**config.mk**
```make
export PLATFORM = sky130hd
export DESIGN_NAME = mux_arbiter
export DESIGN_NICKNAME = d
export VERILOG_FILES = /design/src/rtl/mux_arbiter_pkg.sv /design/src/rtl/mux_arb_out_reg.sv /design/src/rtl/mux_arbiter.sv
export SDC_FILE = /design/constraint.sdc
export NUM_CORES = 1
export LEC_CHECK = 0
export CAP_MARGIN = 20
export CORE_UTILIZATION = 35
export DETAILED_ROUTE_END_ITERATION = 12
export HOLD_SLACK_MARGIN = 0.1
export PLACE_DENSITY = 0.73
export SLEW_MARGIN = 20
export SYNTH_ARGS = -nofsm -noshare
export SYNTH_HDL_FRONTEND = slang
export SYNTH_SLANG_ARGS = --single-unit
```
**constraint.sdc**
```tcl
create_clock -name clk_i -period 2.14 [get_ports clk_i]
set_clock_uncertainty 0.2 [all_clocks]
set_input_delay 0.321 -clock clk_i [delete_from_list [all_inputs] [get_ports clk_i]]
set_output_delay 0.321 -clock clk_i [all_outputs]
set_load 0.02 [all_outputs]
```
**src/rtl/mux_arbiter_pkg.sv**
```systemverilog
// mux_arbiter_pkg: shared FSM state encodings and stats counter width for the mux_arbiter slice
package mux_arbiter_pkg;
  localparam logic [1:0] IDLE = 2'd0;
  localparam logic [1:0] GNT0 = 2'd1;
  localparam logic [1:0] GNT1 = 2'd2;
  localparam int STATS_W = 16;
endpackage

```
**src/rtl/mux_arb_out_reg.sv**
```systemverilog
// mux_arb_out_reg: registered valid/data output stage; ports clk rst, load_valid/load_data in, down_ready in, can_load/valid/data out
module mux_arb_out_reg #(
  parameter int DATA_WIDTH = 8
) (
  input  logic                  clk,
  input  logic                  rst,
  input  logic                  load_valid,
  input  logic [DATA_WIDTH-1:0] load_data,
  input  logic                  down_ready,
  output logic                  can_load,
  output logic                  valid,
  output logic [DATA_WIDTH-1:0] data
);
  assign can_load = ~valid | down_ready;
  always_ff @(posedge clk) begin
    if (rst) begin
      valid <= 1'b0;
      data  <= '0;
    end else if (can_load) begin
      valid <= load_valid;
      if (load_valid) data <= load_data;
    end
  end
endmodule

```
**src/rtl/mux_arbiter.sv**
```systemverilog
// mux_arbiter: 2-source round-robin burst arbiter + 2:1 mux onto a registered valid/ready port; ports clk_i rst_i, valid_k_i data_k_i ready_k_o, valid_o data_o ready_i select_o; MUX_ARB_STATS_EN adds beats_0_o/beats_1_o
module mux_arbiter
  import mux_arbiter_pkg::*;
#(
  parameter int DATA_WIDTH = 8,
  parameter int BURST_LEN  = 4
) (
  input  logic                  clk_i,
  input  logic                  rst_i,
  input  logic                  valid_0_i,
  input  logic [DATA_WIDTH-1:0] data_0_i,
  output logic                  ready_0_o,
  input  logic                  valid_1_i,
  input  logic [DATA_WIDTH-1:0] data_1_i,
  output logic                  ready_1_o,
  output logic                  valid_o,
  output logic [DATA_WIDTH-1:0] data_o,
  input  logic                  ready_i,
`ifdef MUX_ARB_STATS_EN
  output logic [STATS_W-1:0]    beats_0_o,
  output logic [STATS_W-1:0]    beats_1_o,
`endif
  output logic                  select_o
);
  localparam int CW = $clog2(BURST_LEN + 1);
  logic [1:0] state, state_n;
  logic [CW-1:0] cnt, cnt_n;
  logic last_q, last_n, can_load, xfer_0, xfer_1, xfer, own_v, oth_v, burst_end;
  logic [1:0] oth_state;
  assign select_o  = state == GNT1;
  assign ready_0_o = (state == GNT0) & can_load;
  assign ready_1_o = (state == GNT1) & can_load;
  assign xfer_0    = valid_0_i & ready_0_o;
  assign xfer_1    = valid_1_i & ready_1_o;
  assign xfer      = xfer_0 | xfer_1;
  assign own_v     = select_o ? valid_1_i : valid_0_i;
  assign oth_v     = select_o ? valid_0_i : valid_1_i;
  assign oth_state = select_o ? GNT0 : GNT1;
  assign burst_end = cnt == CW'(BURST_LEN - 1);
  always_comb begin
    state_n = state;
    last_n  = last_q;
    cnt_n   = cnt;
    if (state != GNT0 && state != GNT1) begin
      state_n = IDLE;
      if (valid_0_i || valid_1_i) begin
        last_n  = (valid_0_i && valid_1_i) ? ~last_q : valid_1_i;
        state_n = last_n ? GNT1 : GNT0;
        cnt_n   = '0;
      end
    end else if (can_load) begin
      if (xfer) begin
        cnt_n = burst_end ? '0 : cnt + 1'b1;
        if (burst_end && oth_v) begin
          state_n = oth_state;
          last_n  = ~select_o;
        end
      end else if (!own_v) begin
        cnt_n   = '0;
        state_n = oth_v ? oth_state : IDLE;
        last_n  = oth_v ? ~select_o : last_q;
      end
    end
  end
  always_ff @(posedge clk_i) begin
    if (rst_i) begin
      state  <= IDLE;
      last_q <= 1'b1;
      cnt    <= '0;
    end else begin
      state  <= state_n;
      last_q <= last_n;
      cnt    <= cnt_n;
    end
  end
  mux_arb_out_reg #(.DATA_WIDTH(DATA_WIDTH)) u_out (
    .clk       (clk_i),
    .rst       (rst_i),
    .load_valid(xfer),
    .load_data (select_o ? data_1_i : data_0_i),
    .down_ready(ready_i),
    .can_load  (can_load),
    .valid     (valid_o),
    .data      (data_o)
  );
`ifdef MUX_ARB_STATS_EN
  always_ff @(posedge clk_i) begin
    if (rst_i) begin
      beats_0_o <= '0;
      beats_1_o <= '0;
    end else begin
      if (xfer_0) beats_0_o <= beats_0_o + 1'b1;
      if (xfer_1) beats_1_o <= beats_1_o + 1'b1;
    end
  end
`endif
endmodule

```
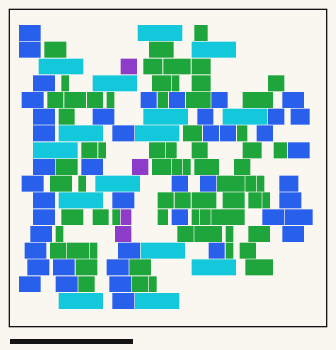
Figure 1: cells coloured by class.
Bar = 20 um.
Key: blue = other buffers and delay cells [cells 44]; cyan = flip-flops [cells 15]; green = all other logic [cells 68]; purple = clock drivers and dummy loads [cells 4]

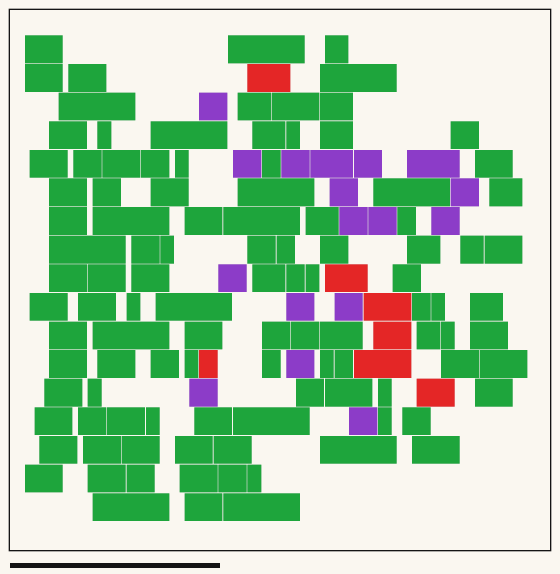
Figure 2: drive-strength map.
Bar = 20 um.
Key: green = drive 1 or less [cells 107]; red = drive 2 [cells 7]; purple = drive 3 to 4 [cells 17]

==> impl_metrics.yaml <==
# generated from flow reports
final_layout:
  postLayoutCoreUtil: 0.572
  nets: 157
  fin_cells: 159
  post-route-cell-area_um2: 1290
  layout-drive-gt1-share: 0.183
  n_fill_cell: 230
  logic_area_um2: 504
  area_delta_synth_final_pct: 51.2
  area.sequential_um2: 300
  diodes: 0
timing:
  setup_violations: 0
  finalCriticalPeriod_ps: 1970
  rsz0062_at_grt: "false"
  slew_headroom: 0.645
  fin_crit_sh: 0.919
  setup_tns_ps: 0
  fmax_ghz: 0.509
  tightest_slew_ps: 519
  hold_viol_final: 0
  drv_slew: 0
placed_design:
  dpl_cell_area_um2: 1260
  gp_congestion: 0.827
  placedCellCount: 155
  portBuffers: 32
  dp_hpwl_um: 1550
yosys:
  ys_sh_xor: 0
  synth_top_area_share: 0.352
  yosysTopAreaCell: "dfxtp_1"
  synthArstFlopShare: 0
  topCellsByArea: "dfxtp_1, mux2i_1, a211oi_1"
  avgSynthCellArea_um2: 9.68
  synthesis.area_um2: 852
  synth-edff-count: 0
  yosys.area_share.simple: 0.163
  synth_cell_types: 36
  yosys_cells: 88
  synthesis.nets: 113
  yosys_area_um2: 852
  ys_seq_frac: 0.352
  ys_top_logic_family: "AND-OR/OR-AND gates"
  mux_share: 0.120
  synthAdderAreaFrac: 0.0587
  ys_warn_count: 0
  compound_area_frac: 0.247
  numSynthFlops: 15
  synthCells: 88
  ff_type: "dfxtp_1"
die:
  die_x_um: 51.3
  die-height_um: 51.3
  placeableCoreArea_um2: 2250
  num_rows: 17
  fp-utilization: 0.378
  pin_count: 33
  die_area_um2: 2640
clocking:
  cts_sinks: 15
  cts_tree: "yes"
  cts_buffers: 3
  clkLatencyLatePin_ps: 290
  htreeDepth: 1
  postCtsSetupBuffers: 0
  clk_path_buf_depth: 2
  root_buffer: "clkbuf_4"
  cts-hold-fix-buffers: 0
  cts.clk_slew.worst_paths_ps: 100
setup_path:
  cp-end-kind: "output pin"
  crit_required_ps: 1620
  worst_setup_path_start_kind: "primary input"
  worstSetupStartpoint: "ready_i"
  r2r-start: "state[0]$_SDFFE_PP0P_"
  path_max_fanout: 2
  cp.arrival_ps: 1450
  crit_type: "in -> out"
global_routing:
  grt_pass1_wl_um: 3280
  grt_pass1_vias: 815
  grt_max_degree: 17
  grt_usage: 0.166
  overflow: 0
  antenna_found_initial: 0
routing:
  drtIter0Drc: 4
  via_per_inst: 5.02
  num_vias: 798
  drc: 0
  ant_nets: 0
  drt-pass1-iter-count: 2
  wl_um: 1940
  routedWlPerCell_um: 12.2
run:
  maxCapViolCount: 0
  warnings: 28
pwr:
  p_total_mw: 1.21
  p_per_area_nw_per_um2: 936
  leakage_nw: 0.498
  peakVddDrop_v: 0.000402
hold_path:
  hp-class: "reg -> reg"
  min_from: "last_q$_SDFFE_PP1P_"
outcome:
  outcome: "completed"
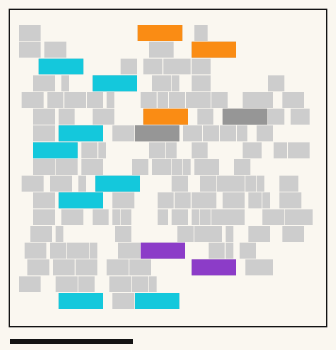
Figure 3: register map, names as in the netlist.
Bar = 20 um. Other sequential cells in the stronger grey, the rest of the logic in the fainter grey.
Key: purple = state [placed flops 2]; cyan = u_out.data [placed flops 8]; orange = cnt [placed flops 3]

-- flip-flops by register name, indices dropped and copies added (netlist names) --
signal       count
cnt              3
last_q           1
state            2
u_out.data       8
u_out.valid      1
-- routing by layer --
layer | vias to the layer above | GRT usage | wire, um
li1 | 416 | - | -
met1 | 348 | 0.167 | 830
met2 | 30 | 0.300 | 927
met3 | 4 | 0.0536 | 154
met4 | 0 | 0.0901 | 25
met5 | - | 0 | 0
-- cell usage in the layout, fill, tap and decap left out, types with 2 or more instances in the layout --
master,Yosys,layout
a211oi_1,9,9
a21oi_1,4,4
buf_4,0,12
clkbuf_4,0,3
clkdlybuf4s50_1,0,29
dfxtp_1,15,15
dlygate4sd2_1,0,2
ha_1,4,3
inv_1,3,3
mux2_2,2,2
mux2i_1,8,8
nor2_1,11,11
o21ai_0,3,3
o31ai_1,2,2
-- cell type report --
cell class | instances | share of cell area
Tap cell | 28 | 0.0272
Clock buffer | 3 | 0.0175
Clock inverter | 1 | 0.00388
Timing Repair Buffer | 44 | 0.318
Sequential cell | 15 | 0.233
Multi-Input combinational cell | 65 | 0.391
Inverter | 3 | 0.00874
-- critical path, stage by stage --
cell and delay, ps:
clkdlybuf4s50_1 420, or2b_1 240, and2_1 150, dlygate4sd2_1 310
-- logic make-up (layout without fill, tap and decap cells) --
| group | count (synthesis) | after routing |
|---|---|---|
| compound gates | 28 | 28 |
| simple gates | 23 | 23 |
| flops | 15 | 15 |
| mux | 10 | 10 |
| buf+inv | 8 | 51 |
| fa+ha+maj | 4 | 4 |
-- cells in the mapped netlist (2+ instances only) --
cell type,count
o21ai_0,3
ha_1,4
mux2_2,2
nor2_1,11
inv_1,3
clkbuf_1,2
a211oi_1,9
dfxtp_1,15
mux2i_1,8
o31ai_1,2
a21oi_1,4
-- what timing repair did --
item / in CTS / in global routing
gates resized: 3 / 1
endpoints found under the setup margin: 2 / 1
gates cloned: 0 / 0
-- stage by stage --
step	hold slack (ps)	setup WS [ps]
after floorplan	222	151
after global placement	258	-22.4
after detailed placement	271	-45.5
after CTS	294	18.1
after global routing	318	59.5
final	293	174
-- where the power goes --
part / internal [mW] / total [mW] / switching, mW
combinational: 0.341 / 0.666 / 0.325
sequential: 0.341 / 0.377 / 0.0356
clock: 0.0694 / 0.163 / 0.0936
-- path summary, 6_finish.rpt --
check | slack, ps | end | cells after the start
worst max-delay path | 170 | ready_1_o | 4
worst min-delay path | 290 | last_q$_SDFFE_PP1P_ | 1
worst max register to register | 210 | state[0]$_SDFFE_PP0P_ | 6
worst min register to register | 290 | last_q$_SDFFE_PP1P_ | 1
Power is estimated from default activity; no workload was simulated.
